$ cat src/rtl/temp_pkg.sv
// Shared types and constants for the temperature report controller.
package temp_pkg;

  localparam int unsigned TEMP_W     = 7;
  localparam int unsigned TEMP_MAX   = 99;
  localparam int unsigned HS_TIMEOUT = 4;

  typedef enum logic [2:0] {
    WAIT,
    ARM,
    FIRE,
    RISE,
    FALL
  } rpt_state_t;

endpackage

$ cat src/rtl/temp_avg.sv
// Block averager: sums 2**AVG_LOG2 samples, emits the clamped mean plus a one-cycle strobe.
module temp_avg
  import temp_pkg::*;
#(
  parameter int unsigned AVG_LOG2 = 2
) (
  input  logic              clk,
  input  logic              nRST,
  input  logic              sample_valid,
  input  logic [TEMP_W-1:0] sample_data,
  output logic [TEMP_W-1:0] avg,
  output logic              avg_stb,
  output logic              avg_valid
);

  localparam int unsigned ACC_W = TEMP_W + AVG_LOG2;
  localparam int unsigned CNT_W = AVG_LOG2;

  logic [ACC_W-1:0]  acc_q, acc_d;
  logic [CNT_W-1:0]  cnt_q, cnt_d;
  logic [TEMP_W-1:0] avg_q, avg_d;
  logic              stb_q, stb_d;
  logic              valid_q, valid_d;
  logic [ACC_W-1:0]  sum;
  logic [ACC_W-1:0]  quot;

  always_comb begin
    acc_d   = acc_q;
    cnt_d   = cnt_q;
    avg_d   = avg_q;
    stb_d   = 1'b0;
    valid_d = valid_q;
    sum     = acc_q + ACC_W'(sample_data);
    quot    = sum >> AVG_LOG2;
    if (sample_valid) begin
      if (cnt_q == {CNT_W{1'b1}}) begin
        // Final sample of the block closes the average and restarts accumulation.
        avg_d   = (quot > ACC_W'(TEMP_MAX)) ? TEMP_W'(TEMP_MAX) : TEMP_W'(quot);
        acc_d   = '0;
        cnt_d   = '0;
        stb_d   = 1'b1;
        valid_d = 1'b1;
      end else begin
        acc_d = sum;
        cnt_d = cnt_q + CNT_W'(1);
      end
    end
  end

  always_ff @(posedge clk or negedge nRST) begin
    if (!nRST) begin
      acc_q   <= '0;
      cnt_q   <= '0;
      avg_q   <= '0;
      stb_q   <= 1'b0;
      valid_q <= 1'b0;
    end else begin
      acc_q   <= acc_d;
      cnt_q   <= cnt_d;
      avg_q   <= avg_d;
      stb_q   <= stb_d;
      valid_q <= valid_d;
    end
  end

  assign avg       = avg_q;
  assign avg_stb   = stb_q;
  assign avg_valid = valid_q;

endmodule

$ cat src/rtl/temp_report_ctrl.sv
// Feeds the UART temperature transmitter: periodic and alarm-driven reports with a
// start/busy handshake and a sticky handshake-timeout flag.
module temp_report_ctrl
  import temp_pkg::*;
#(
  parameter int unsigned AVG_LOG2      = 2,
  parameter int unsigned REPORT_PERIOD = 50000,
  parameter int unsigned ALARM_HI      = 80,
  parameter int unsigned ALARM_LO      = 75
) (
  input  logic              clk,
  input  logic              nRST,
  input  logic              sample_valid,
  input  logic [TEMP_W-1:0] sample_data,
  input  logic              busy,
  output logic              start,
  output logic [TEMP_W-1:0] temp,
  output logic              alarm,
  output logic              avg_valid,
  output logic              hs_err
);

  localparam int unsigned TMR_W = $clog2(REPORT_PERIOD);
  localparam int unsigned HS_W  = $clog2(HS_TIMEOUT);

  logic [TEMP_W-1:0] avg;
  logic              avg_stb;

  rpt_state_t        state_q, state_d;
  logic [TMR_W-1:0]  timer_q, timer_d;
  logic [HS_W-1:0]   hs_cnt_q, hs_cnt_d;
  logic              due_q, due_d;
  logic              alarm_q, alarm_d;
  logic              start_q, start_d;
  logic [TEMP_W-1:0] temp_q, temp_d;
  logic              hs_err_q, hs_err_d;
  logic              wrap, alarm_rise, due_clr;

  temp_avg #(
    .AVG_LOG2(AVG_LOG2)
  ) u_avg (
    .clk          (clk),
    .nRST         (nRST),
    .sample_valid (sample_valid),
    .sample_data  (sample_data),
    .avg          (avg),
    .avg_stb      (avg_stb),
    .avg_valid    (avg_valid)
  );

  always_comb begin
    wrap       = (timer_q == TMR_W'(REPORT_PERIOD - 1));
    timer_d    = wrap ? '0 : timer_q + TMR_W'(1);
    alarm_d    = alarm_q;
    alarm_rise = 1'b0;
    state_d    = state_q;
    start_d    = 1'b0;
    temp_d     = temp_q;
    hs_err_d   = hs_err_q;
    hs_cnt_d   = hs_cnt_q;
    due_clr    = 1'b0;

    // Hysteresis is only re-evaluated when a fresh average lands.
    if (avg_stb) begin
      if (!alarm_q && (avg >= TEMP_W'(ALARM_HI))) begin
        alarm_d    = 1'b1;
        alarm_rise = 1'b1;
      end else if (alarm_q && (avg <= TEMP_W'(ALARM_LO))) begin
        alarm_d = 1'b0;
      end
    end

    case (state_q)
      WAIT: if (due_q && avg_valid) state_d = ARM;
      ARM: begin
        // start and temp are loaded together so temp only moves in the start cycle.
        if (!busy) begin
          state_d = FIRE;
          start_d = 1'b1;
          temp_d  = avg;
        end
      end
      FIRE: begin
        due_clr  = 1'b1;
        hs_cnt_d = '0;
        state_d  = RISE;
      end
      RISE: begin
        if (busy) begin
          state_d = FALL;
        end else if (hs_cnt_q == HS_W'(HS_TIMEOUT - 1)) begin
          hs_err_d = 1'b1;
          state_d  = WAIT;
        end else begin
          hs_cnt_d = hs_cnt_q + HS_W'(1);
        end
      end
      FALL:    if (!busy) state_d = WAIT;
      default: state_d = WAIT;
    endcase

    // A new due event in the clearing cycle wins; repeated events collapse into one.
    due_d = (wrap || alarm_rise) ? 1'b1 : (due_clr ? 1'b0 : due_q);
  end

  always_ff @(posedge clk or negedge nRST) begin
    if (!nRST) begin
      state_q  <= WAIT;
      timer_q  <= '0;
      hs_cnt_q <= '0;
      due_q    <= 1'b0;
      alarm_q  <= 1'b0;
      start_q  <= 1'b0;
      temp_q   <= '0;
      hs_err_q <= 1'b0;
    end else begin
      state_q  <= state_d;
      timer_q  <= timer_d;
      hs_cnt_q <= hs_cnt_d;
      due_q    <= due_d;
      alarm_q  <= alarm_d;
      start_q  <= start_d;
      temp_q   <= temp_d;
      hs_err_q <= hs_err_d;
    end
  end

  assign start  = start_q;
  assign temp   = temp_q;
  assign alarm  = alarm_q;
  assign hs_err = hs_err_q;

endmodule
$ cat config.mk
export PLATFORM = sky130hd
export DESIGN_NAME = temp_report_ctrl
export DESIGN_NICKNAME = d
export VERILOG_FILES = /design/src/rtl/temp_pkg.sv /design/src/rtl/temp_avg.sv /design/src/rtl/temp_report_ctrl.sv
export SDC_FILE = /design/constraint.sdc
export NUM_CORES = 1
export LEC_CHECK = 0
export CORE_UTILIZATION = 44
export CTS_CLUSTER_SIZE = 40
export DETAILED_ROUTE_END_ITERATION = 8
export GPL_TIMING_DRIVEN = 0
export PLACE_DENSITY = 0.66
export RECOVER_POWER = 100
export SLEW_MARGIN = 40
export SYNTH_ARGS = -nofsm -noshare
export SYNTH_HDL_FRONTEND = slang
export SYNTH_SLANG_ARGS = --single-unit
export TNS_END_PERCENT = 1
$ cat constraint.sdc
create_clock -name clk -period 2.4 [get_ports clk]
set_input_delay 0.24 -clock clk [delete_from_list [all_inputs] [get_ports clk]]
set_output_delay 0.24 -clock clk [all_outputs]
set_load 0.005 [all_outputs]
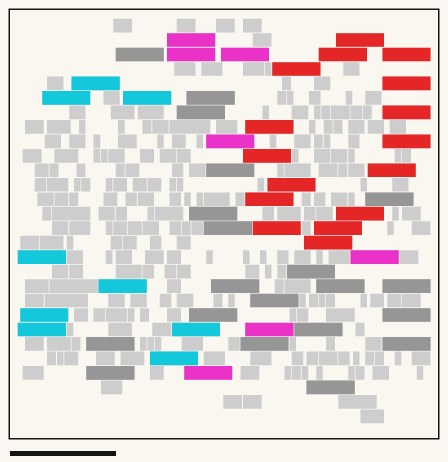
Fig. 1. Sequential cells grouped by signal name.
Bar = 20 um. Other sequential cells in the stronger gray, the rest of the logic in the fainter gray.
| color | signal | flops |
|---|---|---|
| cyan | u_avg.acc_q | 9 |
| red | timer_q | 16 |
| magenta | temp | 7 |
sequential cell area: 1300 um2
Post-Route Utilization: 0.537

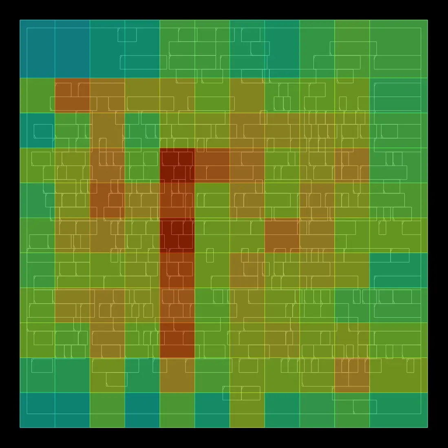
Fig. 2. Routing congestion map.
gr usage total: 0.182
Global Route met3 Usage: 0.0375
global routing usage on met1: 0.226
routing usage on met2: 0.312
per-cell routed wire length: 14.0 um

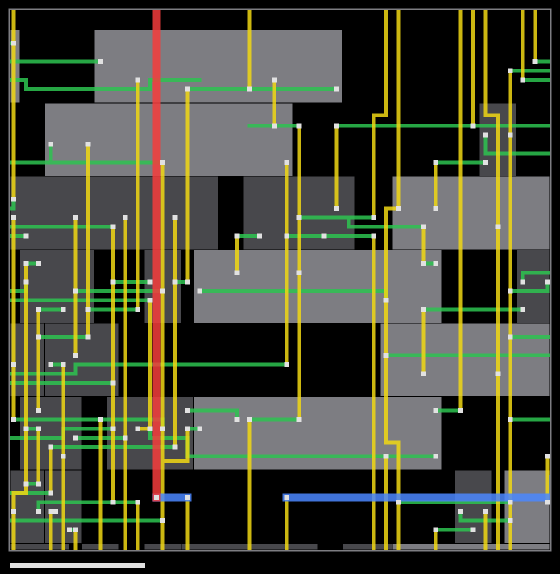
Fig. 3. A small window of the routed layout.
Bar = 5 um. Region (30, 46) to (50, 66) um. Cells in gray, sequential cells in the stronger gray; small squares are vias.
| color | layer |
|---|---|
| blue | M3 |
| green | M1 |
| yellow | M2 |
| red | M4 |
netlist names of flops here include: u_avg.avg (3), timer_q (2)
sequential cells in the window: 6
most frequent: dfrtp_1 (6), nor2_1 (4)
cells with their middle in the window: 18

==> Changelog: implementation <==
### Implementation results

* Largest stage delay on the critical path at 0.49 ns
* Highest fanout seen on the critical path at 4
* Register-to-register path setup slack at 0.09 ns
* Netlist area before placement at 2710 um2
* Synthesis-to-finish area growth at 17.5%
* Placed inst area at 3020 um2
* Critical Path Slowest Stage Cell: a2111o_1
* Tmin final at 2.31 ns
* Share of layout cells above drive strength 1 at 0.124
* DRC violation count after routing at 0
* Placeable core region at 5920 um2
* Asr flop ratio synth at 1.00
* Floorplan-stage core utilization at 0.457
* Final worst-path cycle share at 0.965
* Critical path launch point: u_avg.acc_q[1]$_DFFE_PN0P_
* Net count, final at 312
* Status: complete, no violations
* Final weighted congestion in routability-driven placement at 0.840
* Count of clock tree sinks at 52
* Reg-to-reg critical path startpoint: u_avg.acc_q[1]$_DFFE_PN0P_
* Power per Cell Area at 1040 nW/um2
* Post-synthesis sequential element count at 52
* Final setup vio count at 0
* DRT antenna net count at 0
* Cell count after synthesis at 258
* Crit path capture type: register
* Warning count from the yosys run at 0
* Classification of the worst setup path: reg2reg
* Detail-routed via count per cell at 5.56
* Placed insts at 353
* Count of tool warnings at 27
* Dominant logic cell type in the layout: dfrtp_1
* Register-to-Register Path Depth at 7
* Average cell area after synthesis at 10.5 um2
* Drt first-iter violations at 90
* Worst slew margin relative to its limit at 0.0114
* Highest clock rate at 432 MHz
* Origin of the worst min-delay path: sample_valid
* Primary FF master, synth: dfrtp_1
* Total clock buffers created by CTS at 5
* Maximum clock insertion buffer count at 2
* Yosys top cell area share at 0.481
* Dominant cells by area after synthesis: dfrtp_1 (48%), ha_1 (4.6%), xor2_1 (3.6%)
* Y dimension of the die at 80.4 um
* Final Hold Violating Endpoints at 0
* Cells along the critical path: ha_4, a211o_1, a2111o_1, a221oi_2, buf_4, nor4_4, a22o_1
* Worst setup endpoint: u_avg.avg[3]$_DFFE_PN0P_
* Number of antenna violations at the first check in global routing at 0
* Port buffer count at 19
* Pin count of the biggest net entering global routing at 28
* Final Instance Area at 3180 um2
* Number of instances resized during post-cts repair at 4
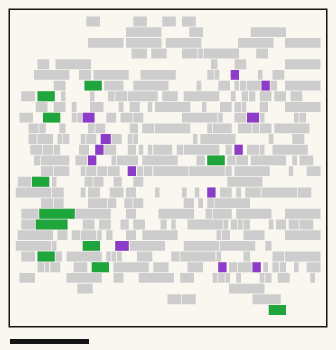
Fig. 4. Logic cells by family.
Bar = 20 um.
| color | family | cells |
|---|---|---|
| green | fa/ha/maj cells | 11 |
| purple | and/or cells | 13 |

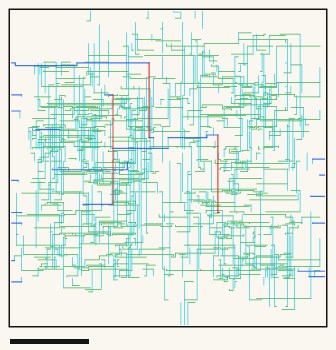
Fig. 5. Metal layers overlaid.
Bar = 20 um.
| color | layer | wire length |
|---|---|---|
| blue | M3 | 138 um |
| green | M1 | 2360 um |
| red | M4 | 66.6 um |
| cyan | M2 | 2570 um |
wire length after detailed routing: 5.13 mm
via count: 2035

registers in the layout, indices dropped and copies added, names as in the netlist:
signal / count
alarm: 1
due_q: 1
hs_cnt_q: 2
hs_err: 1
start: 1
state_q: 3
temp: 7
timer_q: 16
u_avg.acc_q: 9
u_avg.avg: 7
u_avg.avg_stb: 1
u_avg.avg_valid: 1
u_avg.cnt_q: 2
cells in the mapped netlist, drive strengths merged (4+ instances only):
cell / instances
a21oi: 5
a22o: 8
and3: 4
clkbuf: 4
dfrtp: 52
ha: 10
inv: 10
mux2: 8
nand2: 18
nand2b: 4
nand3: 10
nand3b: 4
nor2: 23
nor2b: 5
o21ai: 18
xnor2: 6
xor2: 11
layout make-up:
type / count / area (um2)
clock inverter: 2 / 16.3
timing repair buffer: 25 / 243
clock buffer: 6 / 72.6
sequential: 52 / 1300
inverter: 10 / 37.5
multi-input combinational: 189 / 1370
buffer: 7 / 48.8
tap: 75 / 93.8
fill: 547 / 2740
routing by layer:
layer  GRT usage  share of wire  wire, um  vias up
met4      0.0625          0.013        66        0
met5           0              0         0        -
met3      0.0375          0.027       137        7
met2       0.312           0.50      2570       25
li1            -              -         -     1001
met1       0.226           0.46      2360     1002
logic make-up after synthesis:
| kind of cell | Yosys count | synth area share |
|---|---|---|
| flops | 52 | 0.481 |
| fa+ha+maj | 11 | 0.0536 |
| compound gates | 61 | 0.158 |
| simple gates | 90 | 0.181 |
| mux | 10 | 0.0407 |
| xor+xnor | 17 | 0.0550 |
| buf+inv | 17 | 0.0319 |
stage by stage:
| stage | power [mW] | setup slack [ns] | TNS, ns | utilization | hold slack (ns) |
|---|---|---|---|---|---|
| floorplan | 2.30 | 0.0385 | 0 | - | -0.0556 |
| global placement | 2.71 | -0.543 | -25.87 | 0.505 | 0.462 |
| detailed placement | 2.77 | -0.599 | -3.84 | 0.510 | 0.173 |
| CTS | 3.31 | -0.0139 | -0.0193 | 0.530 | 0.141 |
| global route | 3.59 | 0.0229 | 0 | 0.537 | 0.148 |
| finish | 3.31 | 0.0851 | 0 | 0.537 | 0.148 |
how the worst min path moves through the flow:
stage / to / slack (ns) / cells after the start
5_1_grt: u_avg.cnt_q[0]$_DFFE_PN0P_ / 0.15 / 2
6_report: u_avg.cnt_q[0]$_DFFE_PN0P_ / 0.15 / 2
4_1_cts: u_avg.cnt_q[0]$_DFFE_PN0P_ / 0.14 / 2
3_5_place_dp: hs_cnt_q[1]$_DFFE_PN0P_ / 0.17 / 1
2_1_floorplan: alarm$_DFFE_PN0P_ / -0.06 / 0
3_3_place_gp: hs_err$_DFFE_PN0P_ / 0.46 / 1
worst max-delay path: cells and delay by family, from the launching register on:
family,cells,cell delay (ns)
buf+inv,1,0.17
compound gates,4,1.32
fa+ha+maj,1,0.23
simple gates,1,0.05
flops,1,0.44
power by group:
group / total [mW] / internal [mW] / switching (mW)
registers: 1.31 / 1.13 / 0.174
clock network: 0.499 / 0.208 / 0.291
logic: 1.50 / 0.730 / 0.771
Power is estimated from default activity; no workload was simulated.
